**Placed cells, one color a class**

(1 px per um)
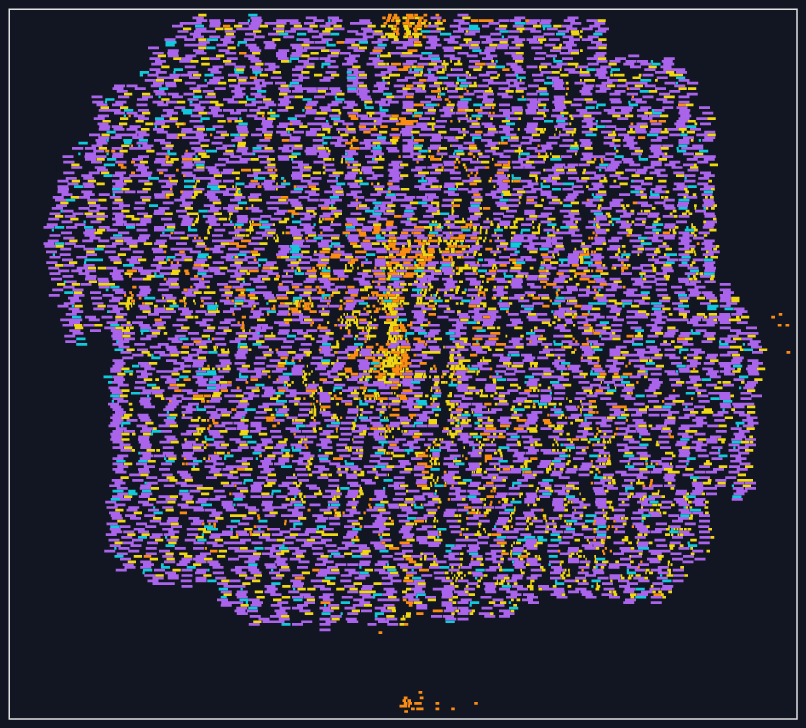
**The metal 3 layer**

(1 px per um) Cells faint in the background.
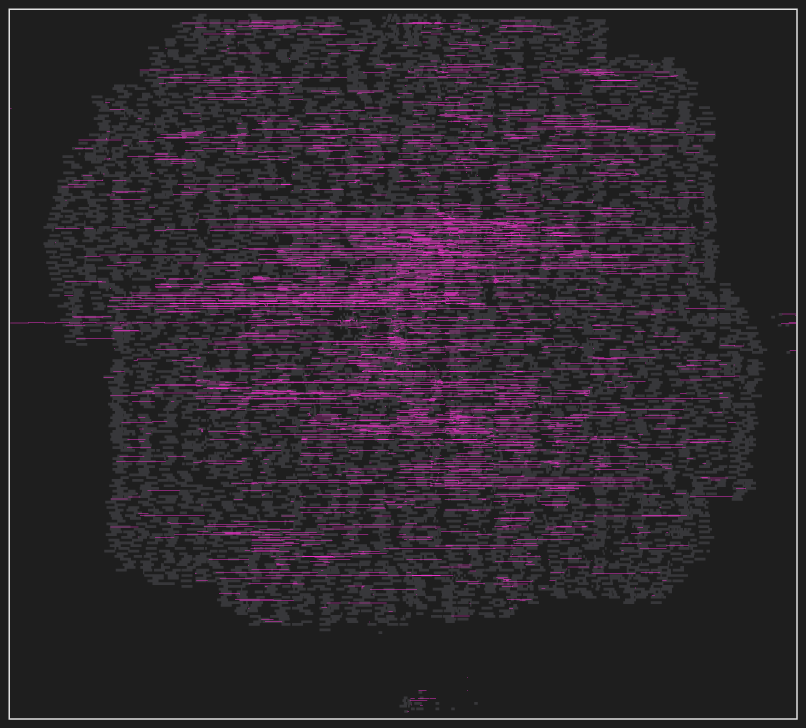
**Placed standard cells**

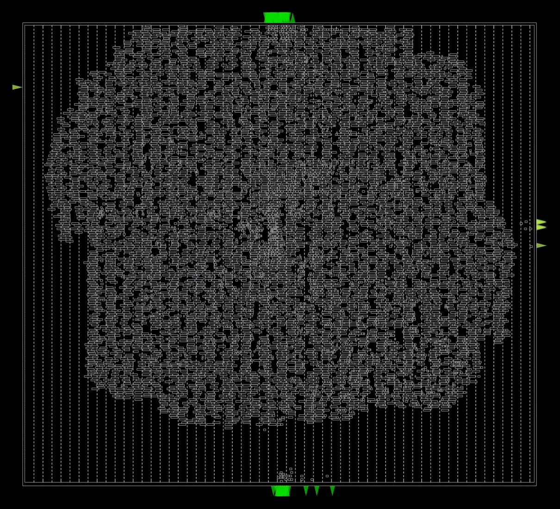
**src/rtl/fft_frame_loader_if.sv**
```systemverilog
// Sample stream bundle for fft_frame_loader: upstream write side and FFT-core output side.
// The flush request ifls exists only when FFT_LOADER_FLUSH_EN is defined.
interface fft_frame_loader_if #(
  parameter int DATA_WIDTH = 16
);
  logic                  ivalid;
  logic                  iready;
  logic [DATA_WIDTH-1:0] iReal;
  logic [DATA_WIDTH-1:0] iImag;
  logic                  oen;
  logic                  olast;
  logic [DATA_WIDTH-1:0] oReal;
  logic [DATA_WIDTH-1:0] oImag;
`ifdef FFT_LOADER_FLUSH_EN
  logic                  ifls;

  modport master (
    output ivalid, iReal, iImag, ifls,
    input  iready, oen, olast, oReal, oImag
  );
  modport slave (
    input  ivalid, iReal, iImag, ifls,
    output iready, oen, olast, oReal, oImag
  );
`else
  modport master (
    output ivalid, iReal, iImag,
    input  iready, oen, olast, oReal, oImag
  );
  modport slave (
    input  ivalid, iReal, iImag,
    output iready, oen, olast, oReal, oImag
  );
`endif
endinterface

```
**src/rtl/fft_frame_loader.sv**
```systemverilog
// Ping-pong frame buffer feeding an FFT core with gap-free N-sample bursts.
// Define FFT_LOADER_FLUSH_EN to add ifls: zero-pad a partial frame and emit it.
module fft_frame_loader #(
  parameter int TOTAL_STEP = 6,
  parameter int DATA_WIDTH = 16
) (
  input  logic              iclk,
  input  logic              rstn,
  fft_frame_loader_if.slave bus
);
  localparam int N  = 1 << TOTAL_STEP;
  localparam int AW = TOTAL_STEP;
  localparam int SW = 2 * DATA_WIDTH;
  localparam logic [AW-1:0] LAST = AW'(N - 1);

  typedef enum logic {IDLE, BURST} state_e;

  state_e          state_q, state_d;
  logic [1:0]      full_q, full_d;
  logic            wbank_q, wbank_d;
  logic            rbank_q, rbank_d;
  logic [AW-1:0]   wptr_q, wptr_d;
  logic [AW-1:0]   raddr_q, raddr_d;
  logic            zf_q, zf_d;
  logic            alive_q;
  logic [1:0]      vld_pipe_q, vld_pipe_d;
  logic            last_q, last_d;
  logic [SW-1:0]   rd_raw_q, rd_raw_d;

  logic            rdy;
  logic            clr;
  logic            wr_fire;
  logic            wr_en;
  logic            frame_done;
  logic            fls_start;
  logic            issue;
  logic [AW-1:0]   wptr_n;
  logic [SW-1:0]   wr_data;

  logic [SW-1:0]   mem [2][N];

  // ---------------- write side ----------------
  always_comb begin
    clr = (state_q == BURST) && (raddr_q == LAST);
    // A bank emptied by the burst ending this cycle is already writable.
    rdy = alive_q && !zf_q &&
          !(full_q[wbank_q] && !(clr && (rbank_q == wbank_q)));
    wr_fire    = bus.ivalid && rdy;
    wr_en      = wr_fire || zf_q;
    wr_data    = zf_q ? '0 : {bus.iReal, bus.iImag};
    wptr_n     = wr_en ? wptr_q + 1'b1 : wptr_q;
    frame_done = wr_en && (wptr_q == LAST);
`ifdef FFT_LOADER_FLUSH_EN
    // A write accepted alongside ifls is counted before deciding on the fill.
    fls_start  = bus.ifls && !zf_q && (wptr_n != '0);
`else
    fls_start  = 1'b0;
`endif
    zf_d    = zf_q ? !frame_done : fls_start;
    wptr_d  = wptr_n;
    wbank_d = wbank_q ^ frame_done;
    full_d  = full_q;
    if (clr)        full_d[rbank_q] = 1'b0;
    if (frame_done) full_d[wbank_q] = 1'b1;
  end

  // ---------------- read FSM ----------------
  always_comb begin
    state_d = state_q;
    raddr_d = raddr_q;
    rbank_d = rbank_q;
    issue   = 1'b0;
    unique case (state_q)
      IDLE: begin
        if (full_q[rbank_q]) begin
          state_d = BURST;
          raddr_d = '0;
          issue   = 1'b1;
        end
      end
      BURST: begin
        if (clr) begin
          state_d = IDLE;
          rbank_d = ~rbank_q;
        end else begin
          raddr_d = raddr_q + 1'b1;
          issue   = 1'b1;
        end
      end
      default: state_d = IDLE;
    endcase
  end

  // vld_pipe[0]: address valid on the RAM port, vld_pipe[1]: data valid at the output.
  always_comb begin
    vld_pipe_d = {vld_pipe_q[0], issue};
    last_d     = vld_pipe_q[0] && (raddr_q == LAST);
    rd_raw_d   = mem[rbank_q][raddr_q];
  end

  always_ff @(posedge iclk or negedge rstn) begin
    if (!rstn) begin
      state_q    <= IDLE;
      full_q     <= '0;
      wbank_q    <= 1'b0;
      rbank_q    <= 1'b0;
      wptr_q     <= '0;
      raddr_q    <= '0;
      zf_q       <= 1'b0;
      alive_q    <= 1'b0;
      vld_pipe_q <= '0;
      last_q     <= 1'b0;
    end else begin
      state_q    <= state_d;
      full_q     <= full_d;
      wbank_q    <= wbank_d;
      rbank_q    <= rbank_d;
      wptr_q     <= wptr_d;
      raddr_q    <= raddr_d;
      zf_q       <= zf_d;
      alive_q    <= 1'b1;
      vld_pipe_q <= vld_pipe_d;
      last_q     <= last_d;
    end
  end

  // Bank storage and its read register carry no reset; the output is masked by oen.
  always_ff @(posedge iclk) begin
    if (wr_en) mem[wbank_q][wptr_q] <= wr_data;
    rd_raw_q <= rd_raw_d;
  end

  assign bus.iready = rdy;
  assign bus.oen    = vld_pipe_q[1];
  assign bus.olast  = last_q;
  assign bus.oReal  = vld_pipe_q[1] ? rd_raw_q[SW-1:DATA_WIDTH] : '0;
  assign bus.oImag  = vld_pipe_q[1] ? rd_raw_q[DATA_WIDTH-1:0]  : '0;

endmodule

```
**src/flat_wrapper.sv**
```systemverilog
// flat-port wrapper written by rule: the top's interface ports become plain ports
module fft_frame_loader_flat 
#(
  parameter int TOTAL_STEP = 6,
  parameter int DATA_WIDTH = 16
)
  (iclk, rstn, bus_ivalid, bus_iReal, bus_iImag, bus_iready, bus_oen, bus_olast, bus_oReal, bus_oImag);
  fft_frame_loader_if #(.DATA_WIDTH(DATA_WIDTH)) bus_i ();
  input  logic iclk;
  input  logic rstn;
  input wire logic [$bits(bus_i.ivalid)-1:0] bus_ivalid;
  input wire logic [$bits(bus_i.iReal)-1:0] bus_iReal;
  input wire logic [$bits(bus_i.iImag)-1:0] bus_iImag;
  output wire logic [$bits(bus_i.iready)-1:0] bus_iready;
  output wire logic [$bits(bus_i.oen)-1:0] bus_oen;
  output wire logic [$bits(bus_i.olast)-1:0] bus_olast;
  output wire logic [$bits(bus_i.oReal)-1:0] bus_oReal;
  output wire logic [$bits(bus_i.oImag)-1:0] bus_oImag;
  assign bus_i.ivalid = bus_ivalid;
  assign bus_i.iReal = bus_iReal;
  assign bus_i.iImag = bus_iImag;
  assign bus_iready = bus_i.iready;
  assign bus_oen = bus_i.oen;
  assign bus_olast = bus_i.olast;
  assign bus_oReal = bus_i.oReal;
  assign bus_oImag = bus_i.oImag;
  fft_frame_loader #(.TOTAL_STEP(TOTAL_STEP), .DATA_WIDTH(DATA_WIDTH)) u_core (.iclk(iclk), .rstn(rstn), .bus(bus_i));
endmodule
```
**config.mk**
```make
export PLATFORM = sky130hd
export DESIGN_NAME = fft_frame_loader_flat
export DESIGN_NICKNAME = d
export VERILOG_FILES = /design/src/rtl/fft_frame_loader_if.sv /design/src/rtl/fft_frame_loader.sv /design/src/flat_wrapper.sv
export SDC_FILE = /design/constraint.sdc
export NUM_CORES = 2
export LEC_CHECK = 0
export ABC_CLOCK_PERIOD_IN_PS = 10200
export CAP_MARGIN = 20
export CORE_ASPECT_RATIO = 0.9
export CORE_MARGIN = 3
export CORE_UTILIZATION = 29
export CTS_CLUSTER_DIAMETER = 60
export DETAILED_ROUTE_END_ITERATION = 8
export GPL_TIMING_DRIVEN = 0
export PLACE_DENSITY = 0.44
export SLEW_MARGIN = 10
export SYNTH_ARGS = -nofsm -noshare
export SYNTH_HDL_FRONTEND = slang
export SYNTH_SLANG_ARGS = --single-unit
```
**constraint.sdc**
```tcl
create_clock -name iclk -period 10.2 [get_ports iclk]
set_input_delay 1.53 -clock iclk [delete_from_list [all_inputs] [get_ports iclk]]
set_output_delay 1.53 -clock iclk [all_outputs]
set_load 0.01 [all_outputs]
```
==> metrics.cfg <==
[outcome]
outcome=finished, final reports clean

[routing]
top_layer_used=met5
wl_met2_um=267000

[setup_path]
reg2reg_slack_ps=4860
endpoint=bus_oReal[7]
cp.required_ps=8670
r2r_cells=11
crit_type=reg2out
cpPeakStageDelay_ps=980
cp.depth=3
cp_cell_sequence=clkbuf_1, and2_1, clkdlybuf4s50_1

[final_timing]
fin_crit_ps=5730
finalHoldViolations=0
whs_ps=535
slew_violations=0
setup-tns-final_ps=0
slew_headroom_pct=6.17
skew_ps=84.3
worst_slew_pin_slew_ps=1390

[synth]
ys_seq_share_pct=78.1
yosys_warnings=0
yosys.area_share.adder_pct=0.0157
yosysChipArea_um2=159000
async_flop_share_pct=0.506
synthAoiAreaFrac_pct=2.94
yosysCellCount=7228
synth_area_leader_cell=edfxtp_1
syn_nets=7265
ys_sh_mux_pct=15.8
top_logic_kind=multiplexers

[finish]
num-nonclk-inverters=3
sh_comb_area_pct=17.5
final_cells=15800
final_common_cell=edfxtp_1
nets=8153
nClkBuffers=544

[cts]
cts_tree=yes
numClockSinks=4149
root_buffer=clkbuf_16
path_clk_slew_ps=60

[die]
fp_util_pct=29.2
fp.dieH_um=708
chip_area_um2=557000
ios=70

[worst_hold_path]
holdPathStages=2
min_to=u_core.full_q[1]$_DFF_PN0_

[placed_design]
place_ws_ps=4410
place_congestion=0.933

[flow_run]
max_cap_viol_count=0

[global_route]
grt_overflow=0
grt_use_total_pct=21.0
gr-usage-met1_pct=29.7
gr-max-usage-layer=met2
antenna_found_initial=67
grt_max_degree=49

[power_and_ir_drop]
ir_worst_vdd_uv=142

Back to the opening pictures, 'placed cells, one color a class':
class	color	cells
clock drivers and dummy loads	cyan	817
remaining logic cells	yellow	2665
registers	purple	4149
remaining buffers and delay cells	orange	856
Core Area: 545000 um^2
design area: 192000 um^2
Seq area share: 64.7%
Placement Rows: 257

Back to the opening pictures, 'the metal 3 layer':
nets with wire on the layer	1153
longest straight run	335 um
wire length on this layer	54.0 mm
main direction	horizontal
detailed-route via count: 84200
final WL: 599000 um
M3 GR Usage: 4.77%

Back to the opening pictures, 'placed standard cells':
final core occ: 35.2%
TAP cells: 7252

[state kept, by name, summed over array words and instances (netlist names)]
register / flops
u_core.alive_q: 1
u_core.bus.olast: 1
u_core.full_q: 2
u_core.mem: 4096
u_core.raddr_q: 6
u_core.rbank_q: 1
u_core.rd_raw_q: 32
u_core.vld_pipe_q: 2
u_core.wbank_q: 1
u_core.wptr_q: 6
u_core.zf_q: 1
[per-stage QoR]
stage,cell area [um^2],utilization (%)
floorplan,159000,-
global placement,169000,31.0
CTS,192000,35.2
global route,192000,35.2
detailed placement,177000,32.6
finish,192000,35.2
[report_power, final]
group | total, uW | switching [uW] | internal [uW]
clock network | 16100 | 6920 | 9200
logic | 2250 | 1590 | 652
registers | 18900 | 45.2 | 18900
total | 37300 | 8560 | 28700
